===== src/rtl/pwm_gen.sv =====
// PWM generator: compares an external free-running 8-bit count against a duty
// threshold that only changes at period starts. Optional PWM_WRAPCNT_EN adds a period counter.
module pwm_gen (
   input  logic        clk,
   input  logic        reset,
   input  logic [7:0]  value,
   input  logic [7:0]  duty_in,
   input  logic        duty_valid,
   output logic        duty_ready,
   output logic        pwm_out,
`ifdef PWM_WRAPCNT_EN
   output logic        period_pulse,
   output logic [15:0] wrap_cnt
`else
   output logic        period_pulse
`endif
);

   // state   | meaning
   // IDLE    | no duty waiting; duty_in accepted
   // PENDING | a duty is held, applied at the next period start
   typedef enum logic {IDLE = 1'b0, PENDING = 1'b1} state_t;

   state_t     r_state;
   state_t     w_state_nxt;
   logic [7:0] r_prev_value;
   logic [7:0] r_shadow;
   logic [7:0] r_pending;
   logic       r_pwm;
   logic       r_pulse;
   logic       w_period_start;
   logic       w_xfer;
   logic       w_apply;
   logic [7:0] w_duty_eff;

   // A held-at-zero count only starts one period; prev_value makes it edge-like.
   assign w_period_start = (value == 8'h00) && (r_prev_value != 8'h00);
   assign duty_ready     = (r_state == IDLE);
   assign w_xfer         = duty_valid && duty_ready;
   assign w_apply        = w_period_start && (r_state == PENDING);
   assign w_duty_eff     = w_apply ? r_pending : r_shadow;
   assign pwm_out        = r_pwm;
   assign period_pulse   = r_pulse;

   always_comb begin
      w_state_nxt = r_state;
      case (r_state)
         IDLE:    if (w_xfer) w_state_nxt = PENDING;
         PENDING: if (w_period_start) w_state_nxt = IDLE;
         default: w_state_nxt = IDLE;
      endcase
   end

   always_ff @(posedge clk) begin
      if (reset) begin
         r_state      <= IDLE;
         r_shadow     <= 8'h00;
         r_pending    <= 8'h00;
         r_prev_value <= 8'hFF;
         r_pwm        <= 1'b0;
         r_pulse      <= 1'b0;
      end else begin
         r_state      <= w_state_nxt;
         r_prev_value <= value;
         r_pwm        <= (value < w_duty_eff);
         r_pulse      <= w_period_start;
         if (w_xfer) begin
            r_pending <= duty_in;
         end
         if (w_apply) begin
            r_shadow <= r_pending;
         end
      end
   end

`ifdef PWM_WRAPCNT_EN
   logic [15:0] r_wrap_cnt;

   assign wrap_cnt = r_wrap_cnt;

   always_ff @(posedge clk) begin
      if (reset) begin
         r_wrap_cnt <= 16'h0000;
      end else if (w_period_start) begin
         r_wrap_cnt <= r_wrap_cnt + 16'h0001;
      end
   end
`endif

endmodule


===== config.mk =====
export PLATFORM = sky130hd
export DESIGN_NAME = pwm_gen
export DESIGN_NICKNAME = d
export VERILOG_FILES = /design/src/rtl/pwm_gen.sv
export SDC_FILE = /design/constraint.sdc
export NUM_CORES = 1
export LEC_CHECK = 0
export CELL_PAD_IN_SITES_DETAIL_PLACEMENT = 0
export CELL_PAD_IN_SITES_GLOBAL_PLACEMENT = 1
export CORE_MARGIN = 1.5
export CORE_UTILIZATION = 41
export CTS_BUF_LIST = sky130_fd_sc_hd__clkbuf_16
export DETAILED_ROUTE_END_ITERATION = 8
export PLACE_DENSITY_LB_ADDON = 0.1
export SLEW_MARGIN = 20
export SYNTH_ARGS = -nofsm -noshare
export SYNTH_HDL_FRONTEND = slang
export SYNTH_SLANG_ARGS = --single-unit
export TNS_END_PERCENT = 20

===== constraint.sdc =====
create_clock -name clk -period 5.8 [get_ports clk]
set_input_delay 0.87 -clock clk [delete_from_list [all_inputs] [get_ports clk]]
set_output_delay 0.87 -clock clk [all_outputs]
set_load 0.01 [all_outputs]

==> out/summary.txt <==
Status: finished clean
Critical path startpoint category: primary input
# Max-Cap Violations: 0
Tool warnings: 26
Synthesized area per cell: 10.6 µm²
Post-route setup TNS: 0 ns
RSZ-0062 raised after global routing: no
CP max stage delay: 0.56 ns
Pre-CTS setup slack: 1.87 ns
Synth area leader: dfxtp_1
Worst-path fanout max: 9
Post-route DRC: 0
Ys flops: 27
Logic area: 520 µm²
Nets: 153
Min Tclk post-route: 3.65 ns
Number of CTS-inserted buffers: 3
Largest net degree at the start of global routing: 28
WL met1: 1010 µm
Tot Pwr: 386 µW
Mapped Area: 0.00112 mm²
DR vias/cell: 4.99
CTS max path bufs: 2
Flop area: 541 µm²
Cell total in the yosys stat output: 106
Final HPWL DP: 1500 µm
Worst setup margin: 2.15 ns
CTS Root Buffer Type: clkbuf_16
Hold Path Class: reg2reg
Worst vdd ir: 0.169 mV
Non-Filler Instances: 156
Most common library cells after synthesis: dfxtp_1 (27), nor2_1 (17), mux2i_1 (16)
Metal2 WL: 871 µm
Final hold viol count: 0
Critical Path RT: 5.99 ns
Cell leakage power: 0.000590 µW
Fill cells: 235
H-tree depth: 1
Vias in the first global route: 735
Clock Pin Slew Worst Setup and Hold Paths: 0.06 ns
Antenna diodes: 0
Rel. slew slack: 0.374
Resized Gates After CTS: 0
ANT nets after route: 0
Slew Viols, Final: 0
Yosys stat area: 0.00112 mm²
Gr ovfl total: 0
CP arrival: 3.84 ns
Final Wtd Congestion: 0.793
TritonRoute pass-1 iters: 6
Layout cells sized above 1: 0.0873
FP Core Util: 0.443
Mapped Cells: 106
Layout Skew: 0.00107 ns
Num rows: 18
FMAX: 274 MHz
Critical path class: in2reg
DP Cell Count: 152
Hold_buf cts: 0
Hold_ws: 0.455 ns
Post-synth seq share: 0.483
Iteration-0 DRC Markers: 6
Ports: 22
Final cycle utilization of the critical path: 0.630
Worst-Skew Late Latency: 0.26 ns
Post-CTS Repair Setup Buffers: 0
All-layer global routing usage: 0.139
CTS tree: built
DR top layer: met4
Initial antenna violation count: 0
Top area contributor share: 0.483
Most common cell in the synthesized netlist: dfxtp_1
Die area: 0.00305 mm²
Slew @ Worst Pin: 0.936 ns
Sink Count: 27
Critical path capture point type: flip-flop
final timing paths:
| path | slack (ns) | endpoint | startpoint | depth (start not counted) |
|---|---|---|---|---|
| setup / recovery | 2.15 | pwm_out | value[0] | 9 |
| hold / removal | 0.46 | r_shadow[0] | r_shadow[0] | 2 |
| hold reg to reg | 0.46 | r_shadow[0] | r_shadow[0] | 2 |
| setup reg to reg | 3.07 | pwm_out | r_prev_value[5] | 8 |
cell usage in the layout, fill, tap and decap left out, drive strengths merged, types with 2 or more instances in the layout:
cell / n
dfxtp: 27
clkdlybuf4s50: 21
nor2: 17
mux2i: 16
or2: 8
ha: 7
inv: 3
nor2b: 3
o21ai: 3
a211oi: 3
clkbuf: 3
nor4: 2
or4: 2
nand2: 2
and4: 2
a21oi: 2
sequential cells by signal, indices dropped and copies added (netlist names):
name          count
r_pending         8
r_prev_value      8
r_shadow          8
period_pulse      1
pwm_out           1
r_state           1
cell families (layout without fill, tap and decap cells):
kind of cell / count (synthesis) / count (layout) / share of synthesized area
and+or+nand+nor: 37 / 37 / 0.170
DFF: 27 / 27 / 0.483
muxes: 16 / 16 / 0.143
AOI/OAI and AO/OA: 12 / 12 / 0.0738
adders and majority gates: 7 / 7 / 0.0783
buffers and inverters: 7 / 27 / 0.0514
metal layers:
layer,vias up,track usage
li1,408,-
met1,351,0.191
met2,16,0.204
met3,3,0.0422
met4,0,0.0523
met5,-,0
final cells by class:
type / count / area share
tap: 30 / 0.0269
clock buffer: 3 / 0.0538
multi-input combinational: 72 / 0.373
sequential: 27 / 0.387
inverter: 2 / 0.00538
timing repair buffer: 21 / 0.151
clock inverter: 1 / 0.00269
power by group:
group / total [µW] / internal [µW] / switching [µW]
clock: 154 / 92.3 / 61.5
sequential: 196 / 193 / 3.34
combinational: 36.1 / 21.6 / 14.5
total: 386 / 307 / 79.3
metrics by stage:
stage / area (µm²) / utilization
after floorplan: 1120 / -
after global placement: 1320 / 0.522
after detailed placement: 1320 / 0.522
after CTS: 1400 / 0.553
after global routing: 1400 / 0.553
final: 1400 / 0.553
worst max-delay path: cells and delay by family:
| family | cells | cell delay, ns |
|---|---|---|
| multiplexers | 1 | 0.30 |
| buffers and inverters | 1 | 0.48 |
| AND/OR/NAND/NOR | 2 | 0.71 |
| AND-OR/OR-AND | 4 | 1.22 |
| adder cells (fa/ha/maj) | 1 | 0.28 |
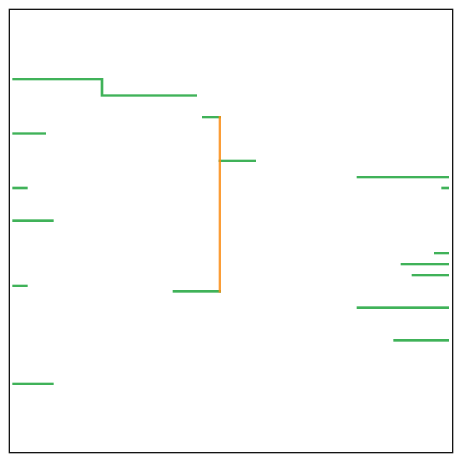
*Metal layers overlaid*
Scale: 8 px per µm. Two of the layers only.
M3: shown in green, wire length 95.4 µm. M4: shown in orange, wire length 21.8 µm.
final WL: 2000 µm
DR vias: 778
DR WL/cell: 12.8 µm

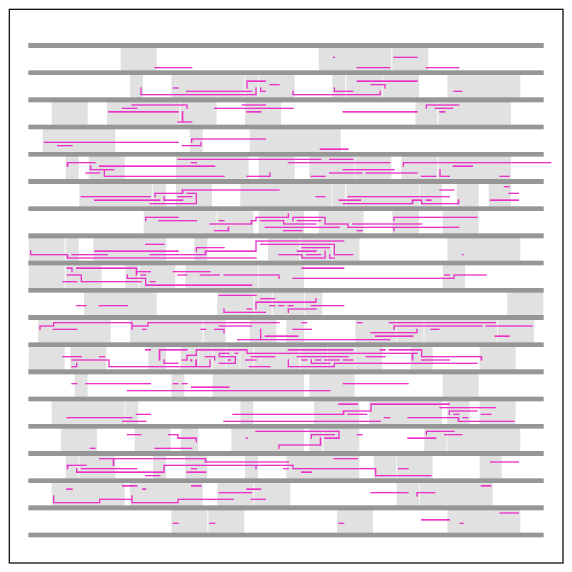
*Met1 routing*
Scale: 10 px per µm. Supply wires on this layer in gray. Cells faint in the background.
The longest straight run is 20.2 µm. 138 nets have wire on it. The layer holds 51% of the routed length. The layer carries 1010 µm of wire.
GR Util met1: 0.191

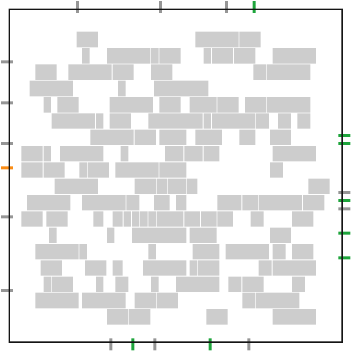
*I/O pins on the die edge*
Scale: 6 px per µm. Pins as bars across the die edge, other pins in gray.
pwm_out: shown in orange, pins 1, direction output, edge west. value: shown in green, pins 8, direction input, edge 5 east, 2 south, 1 north.
die width: 55.2 µm
Die Height: 55.2 µm
# port buffers: 21

Power and IR drop assume default switching activity.
